### The clock network

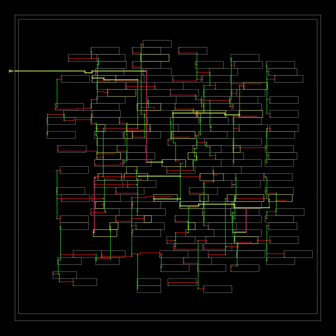
### Port wiring

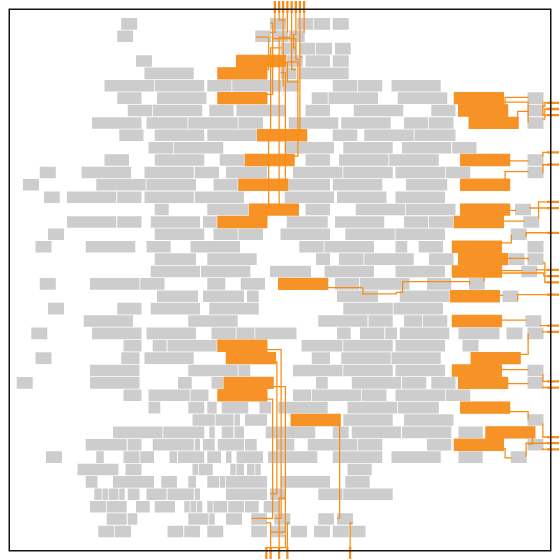
### Signal wires by layer

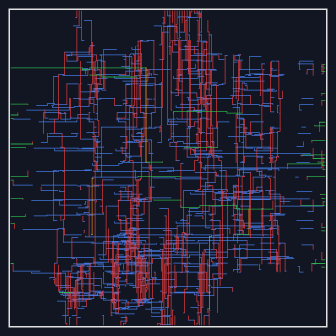
### Clock network drawn from the DEF

The bar under the picture is 20 µm long.
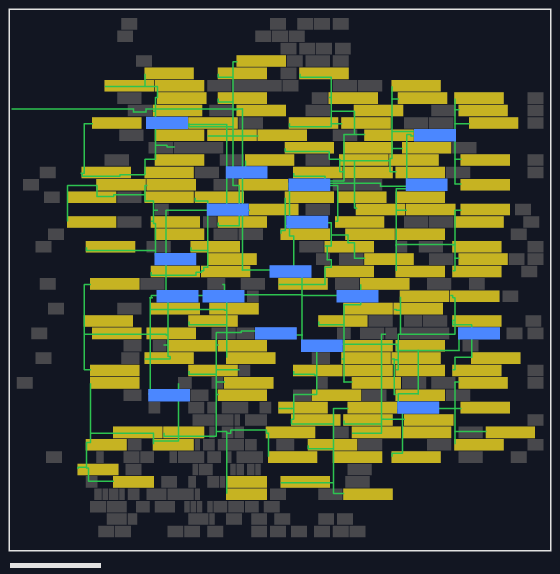
### Gate families picked out

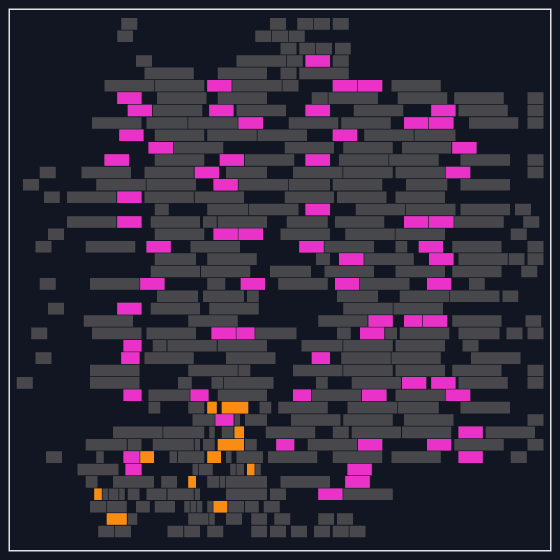
==> src/rtl/elastic_pipe_pkg.sv <==
// elastic_pipe_pkg: shared types and sizing helpers
// for the elastic valid/ready pipeline.
package elastic_pipe_pkg;

   typedef enum logic [1:0] {
      SK_EMPTY = 2'd0,
      SK_BUSY  = 2'd1,
      SK_FULL  = 2'd2
   } skid_state_e;

   function automatic int pipe_cap(
      input int depth,
      input int reg_ready
   );
      return (reg_ready != 0) ? 2 * depth : depth;
   endfunction

endpackage

==> src/rtl/elastic_stage.sv <==
// elastic_stage: one valid/ready stage, either a
// 2-entry skid buffer or a 1-entry forward register.
module elastic_stage
   import elastic_pipe_pkg::*;
#(
   parameter int DATA_WIDTH = 32,
   parameter int REG_READY  = 1
) (
   input  logic                  clk,
   input  logic                  rst_n,
   input  logic                  flush,
   input  logic                  in_valid,
   output logic                  in_ready,
   input  logic [DATA_WIDTH-1:0] in_data,
   output logic                  out_valid,
   input  logic                  out_ready,
   output logic [DATA_WIDTH-1:0] out_data
);

   logic push;
   logic pop;

   assign push = in_valid && in_ready;
   assign pop  = out_valid && out_ready;

   if (REG_READY != 0) begin : g_skid

      skid_state_e           state_q;
      skid_state_e           state_d;
      logic [DATA_WIDTH-1:0] main_q;
      logic [DATA_WIDTH-1:0] main_d;
      logic [DATA_WIDTH-1:0] skid_q;
      logic [DATA_WIDTH-1:0] skid_d;

      // ready comes only from the state flop
      assign in_ready  = (state_q != SK_FULL) && !flush;
      assign out_valid = (state_q != SK_EMPTY) && !flush;
      assign out_data  = main_q;

      // next state and data-register loads
      always_comb begin
         state_d = state_q;
         main_d  = main_q;
         skid_d  = skid_q;
         if (flush) begin
            state_d = SK_EMPTY;
         end else begin
            unique case (state_q)
               SK_EMPTY: begin
                  if (push) begin
                     state_d = SK_BUSY;
                     main_d  = in_data;
                  end
               end
               SK_BUSY: begin
                  if (push && pop) begin
                     main_d = in_data;
                  end else if (push) begin
                     skid_d  = in_data;
                     state_d = SK_FULL;
                  end else if (pop) begin
                     state_d = SK_EMPTY;
                  end
               end
               SK_FULL: begin
                  if (pop) begin
                     main_d  = skid_q;
                     state_d = SK_BUSY;
                  end
               end
               default: state_d = SK_EMPTY;
            endcase
         end
      end

      // state register
      always_ff @(posedge clk or negedge rst_n) begin
         if (!rst_n) begin
            state_q <= SK_EMPTY;
         end else begin
            state_q <= state_d;
         end
      end

      // payload registers carry no reset
      always_ff @(posedge clk) begin
         main_q <= main_d;
         skid_q <= skid_d;
      end

   end else begin : g_fwd

      logic                  valid_q;
      logic                  valid_d;
      logic [DATA_WIDTH-1:0] data_q;
      logic [DATA_WIDTH-1:0] data_d;

      // ready passes straight through from downstream
      assign in_ready  = (!valid_q || out_ready) && !flush;
      assign out_valid = valid_q && !flush;
      assign out_data  = data_q;

      // valid tracking and data load
      always_comb begin
         valid_d = valid_q;
         data_d  = data_q;
         if (flush) begin
            valid_d = 1'b0;
         end else if (push) begin
            valid_d = 1'b1;
            data_d  = in_data;
         end else if (pop) begin
            valid_d = 1'b0;
         end
      end

      // valid register
      always_ff @(posedge clk or negedge rst_n) begin
         if (!rst_n) begin
            valid_q <= 1'b0;
         end else begin
            valid_q <= valid_d;
         end
      end

      // payload register carries no reset
      always_ff @(posedge clk) begin
         data_q <= data_d;
      end

   end

endmodule

==> src/rtl/elastic_pipe.sv <==
// elastic_pipe: DEPTH cascaded elastic stages with
// synchronous flush and a registered occupancy count.
module elastic_pipe
   import elastic_pipe_pkg::*;
#(
   parameter int DATA_WIDTH = 32,
   parameter int DEPTH      = 2,
   parameter int REG_READY  = 1,
   localparam int CAP       = pipe_cap(DEPTH, REG_READY),
   localparam int OCC_W     = $clog2(CAP + 1)
) (
   input  logic                  clk,
   input  logic                  rst_n,
   input  logic                  flush,
   input  logic                  in_valid,
   output logic                  in_ready,
   input  logic [DATA_WIDTH-1:0] in_data,
   output logic                  out_valid,
   input  logic                  out_ready,
   output logic [DATA_WIDTH-1:0] out_data,
   output logic [OCC_W-1:0]      occupancy
);

   logic                  vld [DEPTH+1];
   logic                  rdy [DEPTH+1];
   logic [DATA_WIDTH-1:0] dat [DEPTH+1];

   logic             in_xfer;
   logic             out_xfer;
   logic [OCC_W-1:0] occ_q;
   logic [OCC_W-1:0] occ_d;

   assign vld[0]   = in_valid;
   assign dat[0]   = in_data;
   assign in_ready = rdy[0];

   assign out_valid  = vld[DEPTH];
   assign out_data   = dat[DEPTH];
   assign rdy[DEPTH] = out_ready;

   for (genvar k = 0; k < DEPTH; k++) begin : g_stage
      elastic_stage #(
         .DATA_WIDTH (DATA_WIDTH),
         .REG_READY  (REG_READY)
      ) u_stage (
         .clk       (clk),
         .rst_n     (rst_n),
         .flush     (flush),
         .in_valid  (vld[k]),
         .in_ready  (rdy[k]),
         .in_data   (dat[k]),
         .out_valid (vld[k+1]),
         .out_ready (rdy[k+1]),
         .out_data  (dat[k+1])
      );
   end

   assign in_xfer  = in_valid && in_ready;
   assign out_xfer = out_valid && out_ready;

   // occupancy tracks boundary transfers
   always_comb begin
      occ_d = occ_q;
      unique case (1'b1)
         flush:                 occ_d = '0;
         in_xfer && !out_xfer:  occ_d = occ_q + OCC_W'(1);
         !in_xfer && out_xfer:  occ_d = occ_q - OCC_W'(1);
         default:               occ_d = occ_q;
      endcase
   end

   // occupancy register
   always_ff @(posedge clk or negedge rst_n) begin
      if (!rst_n) begin
         occ_q <= '0;
      end else begin
         occ_q <= occ_d;
      end
   end

   assign occupancy = occ_q;

endmodule

==> config.mk <==
export PLATFORM = sky130hd
export DESIGN_NAME = elastic_pipe
export DESIGN_NICKNAME = d
export VERILOG_FILES = /design/src/rtl/elastic_pipe_pkg.sv /design/src/rtl/elastic_stage.sv /design/src/rtl/elastic_pipe.sv
export SDC_FILE = /design/constraint.sdc
export NUM_CORES = 1
export LEC_CHECK = 0
export CORE_UTILIZATION = 40
export CTS_CLUSTER_SIZE = 24
export DETAILED_ROUTE_END_ITERATION = 7
export PLACE_DENSITY = 0.76
export SYNTH_ARGS = -nofsm -noshare
export SYNTH_HDL_FRONTEND = slang
export SYNTH_HIERARCHICAL = 1
export SYNTH_SLANG_ARGS = --single-unit
==> constraint.sdc <==
create_clock -name clk -period 3.55 [get_ports clk]
set_clock_uncertainty 0.1 [all_clocks]
set_input_delay 0.71 -clock clk [delete_from_list [all_inputs] [get_ports clk]]
set_output_delay 0.71 -clock clk [all_outputs]
set_load 0.02 [all_outputs]
==> notes.md <==
• **status** completed
• **reg2reg path depth** 9
• **buffers outside the clock class** 81
• **data arrival time of the worst path** 2.06 ns
• **number of cell instances after yosys synthesis** 259
• **final hold vios** 0
• **Switching Share** 20.4%
• **most numerous logic cell after layout** sky130_fd_sc_hd__edfxtp_1
• **number of design-rule violations left by the first detailed-router iteration** 174
• **Net Count, Synth** 300
• **detailed-router iteration count before antenna repair** 4
• **post-synthesis sequential area ratio** 73.8%
• **number of flops mapped to enable cells by yosys** 128
• **Resized cells post-CTS** 0
• **source-to-sink clock delay at the later pin of the worst-skew pair** 0.40 ns
• **core utilization before placement** 41.1%
• **Synth area leader** sky130_fd_sc_hd__edfxtp_1
• **Worst Setup Path Type** reg -> out
• **critical path buffer and inverter count** 1
• **Critical path destination** in_ready
• **max-cap viol count** 0
• **area of the die** 14,100 µm²
• **setup slack of the most critical reg-to-reg path** 0.97 ns
• **Worst setup SP type** flip-flop
• **Largest cells by area** sky130_fd_sc_hd__edfxtp_1, sky130_fd_sc_hd__mux2_4, sky130_fd_sc_hd__dfrtp_1
• **vias in the first global route** 2,584
• **Internal Dissipation** 3.14 mW
• **Pwr Density** 563 nW/µm²
• **height of the die** 119 µm
• **Worst Slack Setup Final** 0.682 ns
• **Setup WS pre-CTS** 0.555 ns
• **cells along the critical path** nor2b_4 > nor2_1 > clkdlybuf4s50_1
• **post-layout instance count excluding filler cells** 540
• **leading cell types by count after synthesis** sky130_fd_sc_hd__edfxtp_1, sky130_fd_sc_hd__mux2_4, sky130_fd_sc_hd__mux2_2, sky130_fd_sc_hd__nand2_1, sky130_fd_sc_hd__dfrtp_1
• **number of buffers inserted for hold repair after clock tree synthesis** 0
• **Storage cell area** 4020 µm²
• **synthesized area per cell** 21.0 µm²
• **group with the largest share of power** the clock network
• **Data buffer area share** 11.3%
• **max_slew headroom** 59.6%
• **share of cells above drive strength 1** 32.4%
• **CTS tree** yes
• **multiplexer area fraction after synthesis** 17.3%
• **final period demand of the worst path** 2.87 ns
• **buffers inserted during post-CTS setup optimization** 0
• **global-route wire length before repair** 13,300 µm
• **num tapcells** 176
• **aggregate routed wire length** 8060 µm
• **maximum number of pins on one net before global-route repair** 34
• **RSZ-0062 raised after global routing** false
• **global placement routability congestion** 0.694
• **ratio of final minimum period to clock period** 80.8%
• **GR Layer Usage met2** 21.3%
• **yosys simple share** 3.26%
• **Largest area class, layout** registers
• **GRT Overall Usage** 12.6%
• **netlist area before placement** 5440 µm²
• **Critical Path Source** g_stage[0].u_stage/g_skid.state_q[0]$_DFFE_PN0P_
• **Ys Warns** 6
• **CTS root buf** sky130_fd_sc_hd__clkbuf_16
• **Cell Rows** 42
• **Antenna diodes** 0
• **Synth cell types** 29
• **met1 track demand over resource** 14.3%
• **HPWL after detailed placement** 5490 µm
• **Max-area cell share** 70.6%
• **Filler Cell Count** 1,059
• **Most used DFF post-synth** sky130_fd_sc_hd__edfxtp_1
• **Placeable Area** 13,200 µm²
• **post-synthesis share of cell area spent on full adders, half adders and majority gates** 0.920%
• **num ports** 74
• **H-tree depth** 4
• **clock share of power** 47.3%
• **Largest logic family** multiplexers
• **clkbuf count** 17
• **number of vias after detailed routing** 2,464
• **number of nets with antenna violations after detailed routing** 0
• **post-synthesis share of cell area spent on xor and xnor gates** 0.161%
• **invs w/o clock** 2
• **wire length per cell after detailed routing** 14.9 µm
• **number of input and output port buffers inserted** 73
• **worst-path maximum fanout** 16
• **area occupied by multi-input gates** 1330 µm²
• **data required time at the worst endpoint** 2.74 ns
• **OpenROAD warning count** 28
• **Cell Count Post-Placement** 508
• **highest cell delay on the worst timing path** 0.57 ns
• **chip area from the yosys synthesis statistics** 5440 µm²
• **busiest layer in global routing** met2
• **total power of the final layout** 3.94 mW
• **complex-gate fraction of the synthesized area** 1.72%
• **Logic pwr share** 6.2%
• **GR Util met3** 4.10%
• **transition at the pin with the smallest max-transition slack** 0.604 ns
• **Hold WC Path Type** reg -> reg
• **initial antenna violation count** 0
• **ys flops** 135
• **Final setup viols** 0
• **final layout net count** 392
• **clock-pin slew of the registers on the worst-case setup and hold paths** 0.06 ns
• **power in combinational cells** 0.246 mW
• **master of the slowest instance on the critical path** sky130_fd_sc_hd__clkdlybuf4s50_1
• **Synth top cell by count** sky130_fd_sc_hd__edfxtp_1
• **Worst R2R Start** g_stage[0].u_stage/g_skid.state_q[0]$_DFFE_PN0P_
• **cell family with the largest share of critical-path delay** simple AND/OR/NAND/NOR gates
• **final-layout clock-cell area share** 9.13%
• **category of the worst setup path capture point** output port
• **share of cell area taken by flip-flops and latches** 57.4%
• **DR DRC count** 0
• **Max Root-Sink Buffers** 2
• **instance tally after logic synthesis** 259
• **drt via density** 4.56
• **Leak Pwr** 2.47 nW
• **Layout Area Growth over Synthesis** 28.7%
• **dominant logic cell types in the final layout** sky130_fd_sc_hd__edfxtp_1, sky130_fd_sc_hd__clkdlybuf4s50_1, sky130_fd_sc_hd__mux2_4
• **instance count on the critical path** 3
• **top achievable clock speed** 349 MHz
• **part of the total power dissipated in sequential elements** 46.4%
• **final count of pins violating max slew** 0
• **multi-input gate share of total cell area** 19.0%
• **sequential-cell power consumption** 1.83 mW
• **grt total ovfl** 0
• **fraction of registers with async set/reset** 5.19%
• **Total Negative Setup Slacks** 0 ns
• **VDD IR max** 301 µV
• **multi-input gates** 114
Notes on 'The clock network' above:
Seq Cell Count: 135
clock sinks: 135
P_clk: 1.87 mW
number of buffers added by the clock tree synthesis step: 17

Notes on 'Port wiring' above:
| port | colour | bits | direction | edge | end cells | buffers | wire |
|---|---|---|---|---|---|---|---|
| out_data | orange | 32 | output | 19 east, 8 north, 5 south | 32 | 32 | 680 µm |

Notes on 'Signal wires by layer' above:
| layer | colour | wire length |
|---|---|---|
| metal 3 | green | 305 µm |
| metal 1 | blue | 3,460 µm |
| metal 2 | red | 4,210 µm |
| metal 4 | orange | 93.2 µm |

Notes on 'Clock network drawn from the DEF' above:
[clock wires] green | length: 1,490 µm
[clock drivers] blue | count: 17
[flip-flops] yellow | count: 135
routed clock nets: 18

Notes on 'Gate families picked out' above:
| family | colour | cells |
|---|---|---|
| mux cells | magenta | 66 |
| aoi and oai cells | orange | 11 |

metal layers:
metal | routed length (µm) | vias up
li1 | - | 1198
met1 | 3460 | 1204
met2 | 4210 | 54
met3 | 304 | 8
met4 | 93 | 0
met5 | 0 | -
cell families (layout without fill, tap and decap cells):
family	Yosys count	after routing
DFF	135	135
muxes	66	66
and+or+nand+nor	30	30
AOI/OAI and AO/OA	13	13
buffers and inverters	10	115
adders and majority gates	4	4
xor gates and xnor gates	1	1
worst min path at each step:
stage	cells past startpoint	from	endpoint
after global placement	0	g_stage[0].u_stage/out_data[4]$_DFFE_PP_	g_stage[1].u_stage/g_skid.skid_q[4]$_DFFE_PP_
after CTS	0	g_stage[0].u_stage/out_data[1]$_DFFE_PP_	g_stage[1].u_stage/g_skid.skid_q[1]$_DFFE_PP_
after floorplan	0	rst_n	g_stage[0].u_stage/g_skid.state_q[0]$_DFFE_PN0P_
after global routing	0	g_stage[0].u_stage/out_data[1]$_DFFE_PP_	g_stage[1].u_stage/g_skid.skid_q[1]$_DFFE_PP_
final	0	g_stage[0].u_stage/out_data[1]$_DFFE_PP_	g_stage[1].u_stage/g_skid.skid_q[1]$_DFFE_PP_
after detailed placement	0	g_stage[0].u_stage/out_data[1]$_DFFE_PP_	g_stage[1].u_stage/g_skid.skid_q[1]$_DFFE_PP_
per-stage QoR:
| stage | cell area, µm² | hold slack, ns | utilization, % |
|---|---|---|---|
| final | 7010 | 0.345 | 52.9 |
| after global routing | 7010 | 0.345 | 52.9 |
| after CTS | 7010 | 0.346 | 52.9 |
| after detailed placement | 6370 | 0.337 | 48.1 |
| after global placement | 6370 | 0.335 | 48.1 |
| after floorplan | 5450 | 0.314 | - |
Power figures rest on the tool's default switching activity, not on a simulated workload.
